==> run_1/power_grid.png <==
Bar = 50 um. Pins as bars on the die edge. Tap cells in gray.
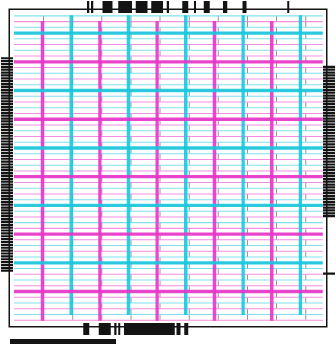
==> run_1/placement_by_type.png <==
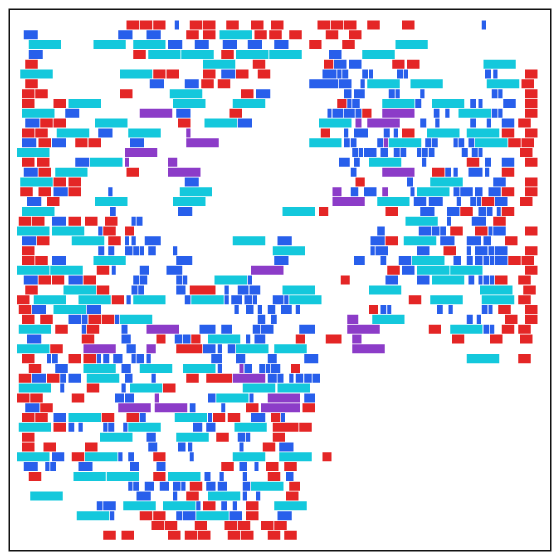
==> run_1/clk_routes.png <==
Bar = 50 um.
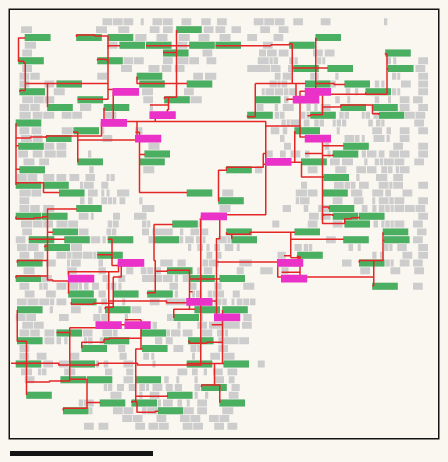
==> src/rtl/data_bus_ctrl.sv <==
// data_bus_ctrl: load/store bus controller for the multi-cycle RV32I core.
// Takes one load/store request at a time from the control FSM, issues a
// single valid/ready bus transaction with byte enables and a word-aligned
// address, bounds memory wait states with a timeout, and returns extended
// load data together with a one-cycle done (and err) pulse.
//
// Bus handshake: bus_valid is high for every cycle the controller sits in
// ACCESS; bus_we/bus_addr/bus_be/bus_wdata are constant for that whole
// window. A transfer completes on the first rising edge where bus_valid
// and bus_ready are both high; bus_valid then drops the following cycle.
// If bus_ready never arrives within TIMEOUT valid cycles the request is
// withdrawn (bus_valid drops) and the access reports err.
module data_bus_ctrl #(
  parameter int TIMEOUT = 16
) (
  input  logic        clk,
  input  logic        reset_n,
  input  logic        req,
  input  logic        we,
  input  logic [2:0]  funct3,
  input  logic [31:0] addr,
  input  logic [31:0] wdata,
  output logic [31:0] rdata,
  output logic        done,
  output logic        err,
  output logic        busy,
  output logic        bus_valid,
  output logic        bus_we,
  output logic [31:0] bus_addr,
  output logic [3:0]  bus_be,
  output logic [31:0] bus_wdata,
  input  logic        bus_ready,
  input  logic [31:0] bus_rdata
);

  // Last wait-counter value before an access without ready is abandoned.
  localparam logic [7:0] LAST_WAIT = 8'(TIMEOUT - 1);

  // Width codes as delivered on funct3.
  localparam logic [2:0] F3_B  = 3'b000;
  localparam logic [2:0] F3_H  = 3'b001;
  localparam logic [2:0] F3_W  = 3'b010;
  localparam logic [2:0] F3_BU = 3'b100;
  localparam logic [2:0] F3_HU = 3'b101;

  typedef enum logic [1:0] {
    IDLE   = 2'd0,
    ACCESS = 2'd1,
    RESP   = 2'd2
  } state_t;

  // FSM state is kept as a named register so checkers can bind to it.
  state_t state;
  state_t state_next;

  // Request context captured in IDLE.
  logic        we_q;
  logic [2:0]  funct3_q;
  logic [1:0]  offset_q;
  logic        err_q;

  // Wait-state counter for the current ACCESS.
  logic [7:0]  wait_cnt;

  // Request decode (only meaningful while IDLE samples req).
  logic        illegal;
  logic        misaligned;
  logic        reject;
  logic [3:0]  be_calc;
  logic [31:0] wdata_calc;

  // Load path.
  logic [31:0] rdata_shifted;
  logic [31:0] load_ext;

  // Timeout and completion qualifiers in ACCESS.
  logic        timeout_hit;
  logic        load_done;

  // Classify the incoming request: unknown width codes and unsigned stores are illegal.
  always_comb begin
    illegal = 1'b0;
    case (funct3)
      F3_B, F3_H, F3_W: illegal = 1'b0;
      F3_BU, F3_HU:     illegal = we;
      default:          illegal = 1'b1;
    endcase
  end

  // Halfwords need an even address, words need a 4-byte aligned address.
  always_comb begin
    misaligned = 1'b0;
    case (funct3[1:0])
      2'b01:   misaligned = addr[0];
      2'b10:   misaligned = (addr[1:0] != 2'b00);
      default: misaligned = 1'b0;
    endcase
  end

  assign reject = illegal | misaligned;

  // Byte enables follow the access width and the low address bits.
  always_comb begin
    be_calc = 4'b0000;
    case (funct3[1:0])
      2'b00:   be_calc = 4'b0001 << addr[1:0];
      2'b01:   be_calc = 4'b0011 << addr[1:0];
      2'b10:   be_calc = 4'b1111;
      default: be_calc = 4'b0000;
    endcase
  end

  // Store data is replicated across all lanes so memory can pick by byte enable.
  always_comb begin
    wdata_calc = wdata;
    case (funct3[1:0])
      2'b00:   wdata_calc = {4{wdata[7:0]}};
      2'b01:   wdata_calc = {2{wdata[15:0]}};
      default: wdata_calc = wdata;
    endcase
  end

  // Align the addressed lane down to bit 0, then sign- or zero-extend.
  always_comb begin
    rdata_shifted = bus_rdata >> {offset_q, 3'b000};
    load_ext      = rdata_shifted;
    case (funct3_q)
      F3_B:    load_ext = {{24{rdata_shifted[7]}},  rdata_shifted[7:0]};
      F3_H:    load_ext = {{16{rdata_shifted[15]}}, rdata_shifted[15:0]};
      F3_BU:   load_ext = {24'h000000, rdata_shifted[7:0]};
      F3_HU:   load_ext = {16'h0000,   rdata_shifted[15:0]};
      default: load_ext = rdata_shifted;
    endcase
  end

  // Ready on the final allowed cycle wins over the timeout.
  assign timeout_hit = (state == ACCESS) && !bus_ready && (wait_cnt == LAST_WAIT);
  assign load_done   = (state == ACCESS) && bus_ready && !we_q;

  // Next-state decode for the IDLE -> ACCESS -> RESP -> IDLE sequence.
  always_comb begin
    state_next = state;
    case (state)
      IDLE: begin
        if (req) begin
          state_next = reject ? RESP : ACCESS;
        end
      end
      ACCESS: begin
        if (bus_ready || timeout_hit) begin
          state_next = RESP;
        end
      end
      RESP:    state_next = IDLE;
      default: state_next = IDLE;
    endcase
  end

  // State register.
  always_ff @(posedge clk or negedge reset_n) begin
    if (!reset_n) begin
      state <= IDLE;
    end else begin
      state <= state_next;
    end
  end

  // Capture the request and its bus image in IDLE; flag errors on reject or timeout.
  always_ff @(posedge clk or negedge reset_n) begin
    if (!reset_n) begin
      we_q      <= 1'b0;
      funct3_q  <= 3'b000;
      offset_q  <= 2'b00;
      err_q     <= 1'b0;
      bus_addr  <= 32'h0000_0000;
      bus_be    <= 4'b0000;
      bus_wdata <= 32'h0000_0000;
    end else begin
      case (state)
        IDLE: begin
          if (req) begin
            we_q      <= we;
            funct3_q  <= funct3;
            offset_q  <= addr[1:0];
            err_q     <= reject;
            bus_addr  <= {addr[31:2], 2'b00};
            bus_be    <= be_calc;
            bus_wdata <= wdata_calc;
          end
        end
        ACCESS: begin
          if (timeout_hit) begin
            err_q <= 1'b1;
          end
        end
        default: ;
      endcase
    end
  end

  // Count ACCESS cycles without ready; cleared while IDLE so each access starts at 0.
  always_ff @(posedge clk or negedge reset_n) begin
    if (!reset_n) begin
      wait_cnt <= 8'd0;
    end else if (state == ACCESS) begin
      if (!bus_ready) begin
        wait_cnt <= wait_cnt + 8'd1;
      end
    end else begin
      wait_cnt <= 8'd0;
    end
  end

  // Load result register: only a successful load updates it.
  always_ff @(posedge clk or negedge reset_n) begin
    if (!reset_n) begin
      rdata <= 32'h0000_0000;
    end else if (load_done) begin
      rdata <= load_ext;
    end
  end

  // Status and bus qualifiers decode straight from state, so reset drops them at once.
  assign busy      = (state != IDLE);
  assign bus_valid = (state == ACCESS);
  assign bus_we    = (state == ACCESS) && we_q;
  assign done      = (state == RESP);
  assign err       = (state == RESP) && err_q;

endmodule

==> config.mk <==
export PLATFORM = sky130hd
export DESIGN_NAME = data_bus_ctrl
export DESIGN_NICKNAME = d
export VERILOG_FILES = /design/src/rtl/data_bus_ctrl.sv
export SDC_FILE = /design/constraint.sdc
export NUM_CORES = 1
export LEC_CHECK = 0
export CORE_MARGIN = 1.5
export CORE_UTILIZATION = 25
export CTS_BUF_LIST = sky130_fd_sc_hd__clkbuf_16
export DETAILED_ROUTE_END_ITERATION = 10
export GPL_ROUTABILITY_DRIVEN = 0
export SETUP_SLACK_MARGIN = 0.5
export SYNTH_ARGS = -nofsm -noshare
export SYNTH_HDL_FRONTEND = slang
export SYNTH_SLANG_ARGS = --single-unit
export TNS_END_PERCENT = 5
==> constraint.sdc <==
create_clock -name clk -period 2.5 [get_ports clk]
set_input_delay 0.5 -clock clk [delete_from_list [all_inputs] [get_ports clk]]
set_output_delay 0.5 -clock clk [all_outputs]
set_load 0.005 [all_outputs]
==> impl_metrics.toml, run 1 <==
# flow metrics
[final_layout]
antennaDiodeCount = 0
layout.area.comb_um2 = 2310
finish.utilization_pct = 39.4
drive_gt1_share_pct = 15.0
fillers = 2100
syn_to_final_growth_pct = 54.6
nets = 809
seq_area_um2 = 2880

[worst_setup_path]
crit_type = "flip-flop to output pin"
path_delay_family = "buffers and inverters"
end_kind = "output pin"
reg2reg_slack_ns = 0.76
startpoint_type = "flip-flop"
path_cells = "nor2b_2 > and2_1 > clkdlybuf4s50_1"
cp.buffers_inverters = 1
required_ns = 2.00
worstPathMaxFanout = 4
critPathArrivalTime_ns = 1.59
crit_slowest_cell = "clkdlybuf4s50_1"
cpPeakStageDelay_ns = 0.52

[global_routing]
grt_pass1_vias = 4598
grt_max_degree = 73
globalRouteOverflowTotal = 0
antenna_found_initial = 0
grt_use_total_pct = 14.8
grt_pass1_wl_um = 25400

[flow_run]
drv_cap = 0
warnings = 30

[yosys]
seq_area_frac_synth_pct = 53.5
async_flop_share_pct = 100
ys_cells = 491
synth-edff-count = 0
syn-cell-area_um2 = 5380
topCellsByArea = "dfrtp_1 54%, mux2_2 11%, mux2i_1 5.0%"
yosys_area_um2 = 5380
synth_flops = 115
yosysWarnings = 0
ys_types = 46
synthTopCellsByCount = "115 x dfrtp_1, 62 x nor2_1, 52 x mux2_2, 38 x a21oi_1, 30 x nand2_1"
yosys_most_used_dff = "dfrtp_1"
netlist.area_leader.share_pct = 53.5
synth_top_cell_by_count = "dfrtp_1"
synthCells = 491
syn_avg_cell_area_um2 = 11.0
synth_top_cell_by_area = "dfrtp_1"

[clocking]
clock_sinks = 115
cts_setup_buffers = 0
cts_hold_buf = 0
cts_buffers = 17
clkTransAtPathRegs_ns = 0.05
htreeDepth = 4
clockBufferDepth = 2
root_buffer = "clkbuf_16"
cts_tree = "yes"

[placed_design]
post_dp_cell_area_um2 = 7790
place_worst_setup_slack_ns = 0.220
port_buffers = 206
hpwl_um = 11700

[detailed_routing]
first_pass_iters = 5
drc = 0
vias = 4453
avgRoutedWirePerCell_um = 16.4
viasPerCell = 4.51
drt_wl_total_um = 16200
antenna_left = 0
drtIter0Drc = 143

[die]
io_pins = 209
fp_util_pct = 25.5
die_area_um2 = 22400

[final_timing]
setup_violations = 0
slew_viol_final = 0
setup_slack_ns = 0.406
max-slew-margin-rel_pct = 60.9
rsz0062_at_grt = "yes"
finalClockPeriodUsage_pct = 83.8
fmax_mhz = 478
max_slew.worst_pin.slew_ns = 0.586
tns_ns = 0
post-route-min-period_ns = 2.09
hold_viol = 0

[run_status]
status = "complete, no violations"

[pwr]
leakagePower_uw = 0.00348
powerDensity_nw_per_um2 = 984
p_total_uw = 8180

[worst_hold_path]
min_path_type = "input pin to asynchronous set/reset pin"
-- power_grid.png (at the start) --
[cyan] VDD
[magenta] VSS
met1 rails: 54
rows: 53
tap cells: 275
met4 straps: 10
DIE WIDTH: 150 um
VDD IR-drop max: 461 uV
Die Y: 150 um
Core Box Area: 21,100 um2

-- placement_by_type.png (at the start) --
[purple] clock drivers and dummy loads | cells: 30 | share of their area: 6.6%
[red] other buffers and delay cells | cells: 224 | share of their area: 28%
[cyan] flops | cells: 115 | share of their area: 36%
[blue] combinational and other logic | cells: 343 | share of their area: 29%
Final Instance Area: 8320 um2
Row Count: 53

-- clk_routes.png (at the start) --
[magenta] clock drivers | count: 17
[red] clock wires | length: 1,820 um
[green] flip-flops | count: 115
routed clock nets: 18
flops lie: widely spread
clock group power: 2190 uW
Clock Skews: 0.0104 ns
clock latency on the worst-skew pair: 0.41 ns
Clk network pwr share: 26.7%

[run 1: path summary, 6_finish.rpt]
check	from	endpoint	cells after the start
worst min register to register	rdata[5]	rdata[5]	2
worst max-delay path	state[0]	err	3
worst max register to register	offset_q[1]	rdata[24]	4
max in group asynchronous	reset_n	bus_addr[18]	2
min in group clk	rdata[5]	rdata[5]	2
worst min-delay path	reset_n	we_q	1
[run 1: repair_timing]
item,4_1_cts,5_1_grt
setup endpoints to repair,5,4
resized,2,2
cloned,0,0
[run 1: logic make-up after synthesis]
group | after synthesis | synth area share [%]
mux | 80 | 16.3
buf+inv | 39 | 3.96
simple gates | 146 | 12.7
fa+ha+maj | 4 | 0.931
other cells | 1 | 0.0697
flops | 115 | 53.5
xor+xnor | 7 | 1.14
compound gates | 99 | 11.4
[run 1: sequential cells by signal, summed over array words and instances, names as in the netlist, 2 cells and up]
| name | cells |
|---|---|
| bus_wdata | 32 |
| rdata | 32 |
| bus_addr | 30 |
| wait_cnt | 8 |
| bus_be | 4 |
| funct3_q | 3 |
| offset_q | 2 |
| state | 2 |
[run 1: report_power, final]
| part | total (uW) | switching, uW | internal [uW] |
|---|---|---|---|
| combinational | 3050 | 1160 | 1900 |
| sequential | 2940 | 412 | 2530 |
| clock | 2190 | 858 | 1330 |
| total | 8180 | 2420 | 5760 |
[run 1: routing by layer]
layer  track usage (%)  vias up  share of wire [%]  wire length [um]
met4              4.17        0                1.0               165
met3              5.73       13                8.7              1410
met2              22.5      170                 45              7320
met1              19.4     2132                 45              7330
met5                 0        -                  0                 0
li1                  -     2138                  -                 -
[run 1: through the flow]
stage / hold slack (ns) / std cells
2_1_floorplan: 0.204 / 492
3_3_place_gp: 0.468 / 957
3_5_place_dp: 0.471 / 957
4_1_cts: 0.0865 / 987
5_1_grt: 0.118 / 987
6_report: 0.0883 / 987
[run 1: cell type report]
cell class	instances	area share, %
timing repair buffer	224	27.0
tap	275	4.14
sequential	115	34.6
clock buffer	17	5.12
multi-input combinational	338	27.7
inverter	5	0.226
clock inverter	13	1.17
[run 1: cells in the final DEF (no fill, tap or decap), types with 3 or more instances in the layout]
| cell | count |
|---|---|
| a221o_1 | 8 |
| mux2_2 | 52 |
| buf_4 | 15 |
| nor2b_1 | 4 |
| xor2_1 | 6 |
| clkbuf_16 | 17 |
| o21ai_0 | 19 |
| nand2b_1 | 3 |
| nor3_1 | 5 |
| dfrtp_1 | 115 |
| a22oi_1 | 16 |
| or2_2 | 3 |
| and2_1 | 10 |
| clkinvlp_4 | 4 |
| ha_1 | 4 |
| nand3_1 | 15 |
| clkdlybuf4s50_1 | 203 |
| nand2_1 | 30 |
| a31oi_1 | 9 |
| inv_1 | 5 |
| buf_12 | 4 |
| clkinv_1 | 4 |
| mux2i_1 | 27 |
| nor2_1 | 61 |
| a21oi_1 | 38 |
==> run 2, diff against run 1 <==
- clock period: 2.5 -> 1.9 ns (I/O delays scaled with it)
==> run 2 against run 1 <==
Compared with the run above: flip-flop count stayed put; sequential power up 31%; setup slack lost 0.24 ns; clock skew is 0.0021 ns lower; wire length increased by 1.7%; non-clock buffer count up 26; critical endpoint is now rdata[25]; highest routed layer unchanged; sequential share of layout area fell by 1.7 points; global-route usage is 0.47 points higher; cell count is 2.8% higher; cell area is 5.3% higher.
==> impl_metrics.toml, run 2 <==
# flow metrics
[run_status]
status = "complete, no violations"

[detailed_routing]
vias = 4664
avgRoutedWirePerCell_um = 16.2
drc = 0
drtIter0Drc = 192
first_pass_iters = 4

[global_routing]
grt_use_total_pct = 15.2
globalRouteOverflowTotal = 0
grt_pass1_wl_um = 26100
grt_max_degree = 45
grt_pass1_vias = 4814
antenna_found_initial = 0

[placed_design]
port_buffers = 206
hpwl_um = 12200

[final_timing]
max-slew-margin-rel_pct = 64.8
post-route-min-period_ns = 1.73
rsz0062_at_grt = "yes"
setup_slack_ns = 0.165
hold_viol = 0
slew_viol_final = 0
finalClockPeriodUsage_pct = 91.3
max_slew.worst_pin.slew_ns = 0.528
fmax_mhz = 576

[yosys]
syn_avg_cell_area_um2 = 11.0
netlist.area_leader.share_pct = 53.5
ys_cells = 491
async_flop_share_pct = 100
synthTopCellsByCount = "115 x dfrtp_1, 62 x nor2_1, 52 x mux2_2, 38 x a21oi_1, 30 x nand2_1"
synth_top_cell_by_area = "dfrtp_1"
yosys_area_um2 = 5380
yosys_most_used_dff = "dfrtp_1"
synth_top_cell_by_count = "dfrtp_1"
synthCells = 491
synth_flops = 115
synth-edff-count = 0
seq_area_frac_synth_pct = 53.5
yosysWarnings = 0
ys_types = 46
syn-cell-area_um2 = 5380
topCellsByArea = "dfrtp_1 54%, mux2_2 11%, mux2i_1 5.0%"

[worst_setup_path]
critPathArrivalTime_ns = 2.02
crit_slowest_cell = "mux4_2"
rr_startpoint = "offset_q[1]"
reg2reg_depth = 4
end_kind = "flip-flop"
cpPeakStageDelay_ns = 0.52
crit_type = "flip-flop to flip-flop"
cp.depth = 4
startpoint_type = "flip-flop"
path_delay_family = "multiplexers"
cp.buffers_inverters = 0
path_cells = "mux4_2 > or2_1 > and3_4 > a221o_1"
required_ns = 2.19
reg2reg_slack_ns = 0.17
crit_path_end = "rdata[25]"

[clocking]
clkTransAtPathRegs_ns = 0.06
root_buffer = "clkbuf_16"
clockBufferDepth = 2
cts_tree = "yes"
cts_buffers = 17
htreeDepth = 4

[final_layout]
reg_top3 = "bus_wdata x32, rdata x32, bus_addr x30"
layout.cells.most_common = "clkdlybuf4s50_1"
nets = 835
drive_gt1_share_pct = 21.5
antennaDiodeCount = 0
final_cell_mix = "197 x clkdlybuf4s50_1, 114 x dfrtp_1, 61 x nor2_1"

[die]
die_area_um2 = 22400
die_w_um = 150
num_rows = 53
dieHeight_um = 150
fp_util_pct = 25.5
core_area_um2 = 21100

[pwr]
peakVddDrop_uv = 654
powerDensity_nw_per_um2 = 1330
p_total_uw = 11600
leakagePower_uw = 0.00372

[worst_hold_path]
min_path_type = "input pin to asynchronous set/reset pin"

[flow_run]
drv_cap = 0
warnings = 31
[run 2: cell counts after synthesis]
Identical to the previous run, type by type.
[run 2: area by class of cell]
type | instances | area (um2)
Fill cell | 2082 | 12300
Clock buffer | 17 | 425
Sequential cell | 115 | 2880
Inverter | 5 | 38.8
Tap cell | 275 | 344
Clock inverter | 15 | 216
Timing Repair Buffer | 250 | 2450
Multi-Input combinational cell | 338 | 2410
[run 2: cells by family (layout without fill, tap and decap cells)]
group,Yosys count,count (layout),synth area share (%)
DFF,115,115,53.5
and+or+nand+nor,146,146,12.7
other,1,2,0.0697
adders and majority gates,4,4,0.931
muxes,80,80,16.3
AOI/OAI and AO/OA,99,99,11.4
xor gates and xnor gates,7,7,1.14
buffers and inverters,39,287,3.96
[run 2: how the worst min path moves through the flow]
stage                               to  cells after the start    start  slack (ns)
final                        rdata[13]                      2  reset_n        0.42
after CTS                 bus_wdata[6]                      2  reset_n        0.42
after floorplan           bus_addr[10]                      0  reset_n        0.08
after global placement       rdata[13]                      1  reset_n        0.32
after detailed placement     rdata[13]                      1  reset_n        0.32
after global routing         rdata[13]                      2  reset_n        0.45
[run 2: layer usage]
layer | routed length [um] | vias to the layer above | global-route usage (%)
met3 | 1310 | 14 | 4.91
met2 | 7850 | 161 | 24.4
met4 | 161 | 0 | 4.75
met5 | 0 | - | 0
li1 | - | 2205 | -
met1 | 7160 | 2284 | 19.5
[run 2: through the flow]
step | instances | TNS [ns] | hold slack [ns] | cell area [um2]
CTS | 1010 | 0 | 0.424 | 8630
global route | 1015 | 0 | 0.451 | 8760
finish | 1015 | 0 | 0.417 | 8760
global placement | 976 | -8.05 | 0.317 | 7980
floorplan | 492 | 0 | 0.0844 | 5450
detailed placement | 976 | -9.03 | 0.324 | 7980
[run 2: report_power, final]
| group | internal, uW | switching [uW] |
|---|---|---|
| sequential | 3330 | 533 |
| clock | 2240 | 1300 |
| combinational | 2650 | 1590 |
[run 2: what timing repair did]
| item | 4_1_cts | 5_1_grt |
|---|---|---|
| hold buffers | 1 | 0 |
| resized | 29 | 24 |
| endpoints found under the hold margin | 19 | 0 |
| buffers inserted | 1 | 5 |
| pin swaps | 0 | 5 |
| endpoints found under the setup margin | 209 | 209 |
==> run_2/clocks.png <==
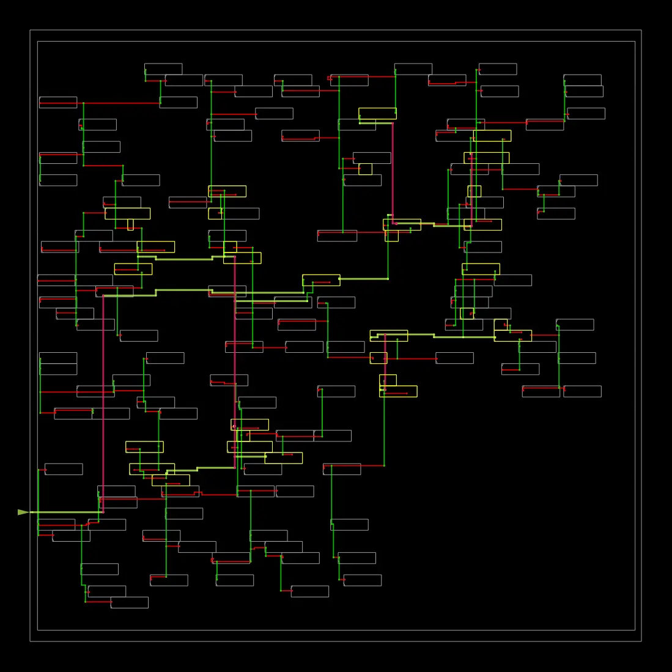
clock latency on the worst-skew pair: 0.42 ns
Clock Sinks: 115
Clock Skews: 0.00833 ns
clock group power: 3540 uW

==> run_2/placement_by_type.png <==
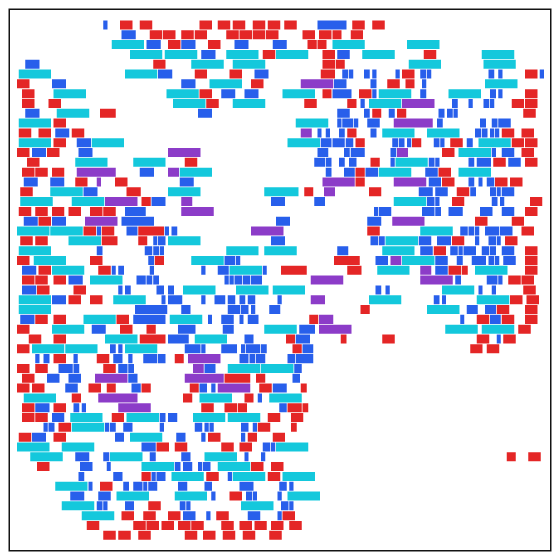
[cyan] flops | cells: 115 | share of their area: 34%
[blue] combinational and other logic | cells: 343 | share of their area: 29%
[red] other buffers and delay cells | cells: 250 | share of their area: 29%
[purple] clock drivers and dummy loads | cells: 32 | share of their area: 7.6%
Final Core Density: 41.5%
Final Instance Area: 8760 um2
sequential share of cell area: 32.9%

==> run 3, diff against run 2 <==
- HOLD_SLACK_MARGIN: not set -> 0.12
==> run 3 against run 2 <==
Compared with the run above: clock skew unchanged; critical path depth is the same; count of clock-buffer cells in the layout is the same; via count unchanged; register-to-register slack hardly changed; die area is the same; maximum frequency stayed put.
==> impl_metrics.toml, run 3 <==
# flow metrics
[die]
fp_util_pct = 25.5
die_area_um2 = 22400
die_w_um = 150
dieHeight_um = 150

[detailed_routing]
avgRoutedWirePerCell_um = 16.2
viasPerCell = 4.60
drc = 0
antenna_left = 0
vias = 4664
drt_wl_total_um = 16500
drtIter0Drc = 192

[yosys]
yosys_area_um2 = 5380
ys_types = 46
ys_cells = 491
netlist.area_leader.share_pct = 53.5
seq_area_frac_synth_pct = 53.5
async_flop_share_pct = 100
syn_avg_cell_area_um2 = 11.0
synthTopCellsByCount = "115 x dfrtp_1, 62 x nor2_1, 52 x mux2_2, 38 x a21oi_1, 30 x nand2_1"
topCellsByArea = "dfrtp_1 54%, mux2_2 11%, mux2i_1 5.0%"
synthCells = 491
synth_top_cell_by_count = "dfrtp_1"

[clocking]
clkTransAtPathRegs_ns = 0.06
clk_latency_ns = 0.42
htreeDepth = 4
clockBufferDepth = 2
cts_tree = "yes"
root_buffer = "clkbuf_16"

[final_layout]
reg_top3 = "bus_wdata x32, rdata x32, bus_addr x30"
fillers = 2082
finish.utilization_pct = 41.5
drive_gt1_share_pct = 21.5
nets = 835
syn_to_final_growth_pct = 62.9
antennaDiodeCount = 0

[flow_run]
drv_cap = 0

[pwr]
powerDensity_nw_per_um2 = 1330
p_total_uw = 11600
leakagePower_uw = 0.00372

[final_timing]
setup_slack_ns = 0.165
max-slew-margin-rel_pct = 64.8
hold_viol = 0
fin_skew_ns = 0.00833
max_slew.worst_pin.slew_ns = 0.528
setup_violations = 0
slew_viol_final = 0

[worst_setup_path]
critPathArrivalTime_ns = 2.02
required_ns = 2.19
crit_type = "flip-flop to flip-flop"
cp.buffers_inverters = 0
path_cells = "mux4_2 > or2_1 > and3_4 > a221o_1"
cpPeakStageDelay_ns = 0.52
crit_slowest_cell = "mux4_2"
startpoint_type = "flip-flop"
worstPathMaxFanout = 8

[global_routing]
grt_use_total_pct = 15.2
grt_max_degree = 45
globalRouteOverflowTotal = 0
grt_pass1_vias = 4814

[placed_design]
place_worst_setup_slack_ns = -0.246
port_buffers = 206

[run_status]
status = "complete, no violations"
## run 3: cell counts in the layout (fill, tap and decap cells not counted)
No cell type changed its count.
## run 3: per-layer routing
metal  global-route usage (%)  vias to the layer above  routed length, um
met5                        0                        -                  0
met4                     4.75                        0                161
met3                     4.91                       14               1310
met2                     24.4                      161               7850
met1                     19.5                     2284               7160
li1                         -                     2205                  -
## run 3: where the power goes
part,internal [uW],switching (uW),leakage [uW]
Sequential,3330,533,0.00138
Combinational,2650,1590,0.00203
Clock,2240,1300,0.000316
## run 3: worst paths after layout
path | slack [ns] | start | end | cells after the start
setup / recovery | 0.17 | offset_q[1] | rdata[25] | 4
hold / removal | 0.42 | reset_n | rdata[13] | 2
setup reg to reg | 0.17 | offset_q[1] | rdata[25] | 4
hold reg to reg | 0.48 | rdata[4] | rdata[4] | 2
max in group asynchronous | 0.90 | reset_n | funct3_q[0] | 3
min in group clk | 0.48 | rdata[4] | rdata[4] | 2
## run 3: kinds of logic (layout without fill, tap and decap cells)
| kind of cell | Yosys count | in the layout | share of synthesized area, % |
|---|---|---|---|
| AND-OR/OR-AND | 99 | 99 | 11.4 |
| XOR/XNOR | 7 | 7 | 1.14 |
| AND/OR/NAND/NOR | 146 | 146 | 12.7 |
| other | 1 | 2 | 0.0697 |
| buffers and inverters | 39 | 287 | 3.96 |
| multiplexers | 80 | 80 | 16.3 |
| adder cells (fa/ha/maj) | 4 | 4 | 0.931 |
| flip-flops | 115 | 115 | 53.5 |
## run 3: cell type report
cell class,count,area (um2),area share [%]
Clock inverter,15,216,2.47
Timing Repair Buffer,250,2450,27.9
Inverter,5,38.8,0.443
Clock buffer,17,425,4.86
Sequential cell,115,2880,32.9
Multi-Input combinational cell,338,2410,27.5
Tap cell,275,344,3.93
## run 3: what timing repair did
item                       4_1_cts  5_1_grt
pin swaps                        0        5
hold buffers                     1        0
setup buffers                    1        5
resized                         29       24
setup endpoints to repair      209      209
hold endpoints to repair        19        0
## run 3: stage by stage
stage / setup TNS, ns / cells / hold WS, ns / instance area [um2]
CTS: 0 / 1010 / 0.424 / 8630
global route: 0 / 1015 / 0.451 / 8760
floorplan: 0 / 492 / 0.0844 / 5450
finish: 0 / 1015 / 0.417 / 8760
detailed placement: -9.03 / 976 / 0.324 / 7980
global placement: -8.05 / 976 / 0.317 / 7980
==> run_3/clk_routes.png <==
Bar = 50 um.
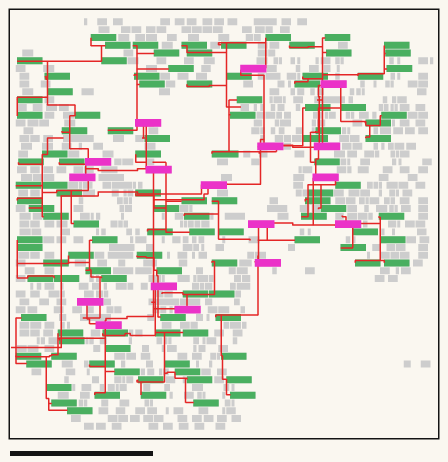
[red] clock wires | length: 1,820 um
[green] flip-flops | count: 115
[magenta] clock drivers | count: 17
flops lie: widely spread
routed clock nets: 18
Clk network pwr share: 30.4%

==> run_3/clocks.png <==
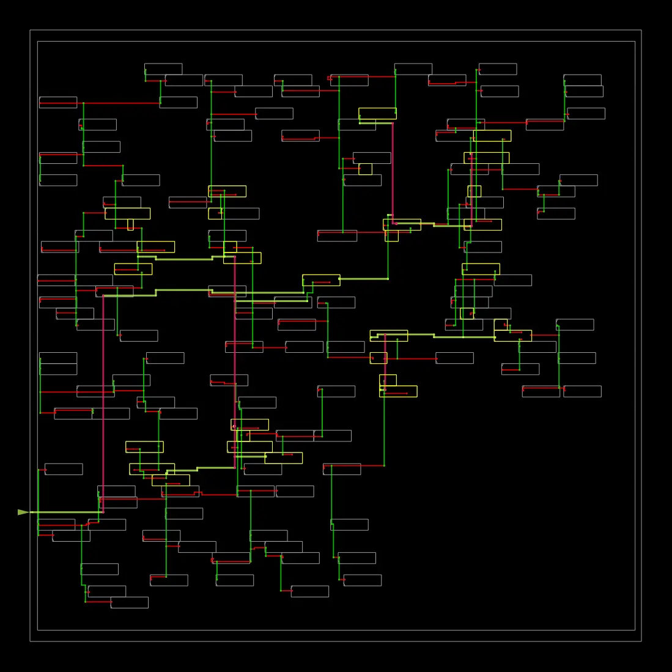
clk_buf instances: 17
flop count: 115
clock buffer count from CTS: 17

Power and IR drop assume default switching activity.
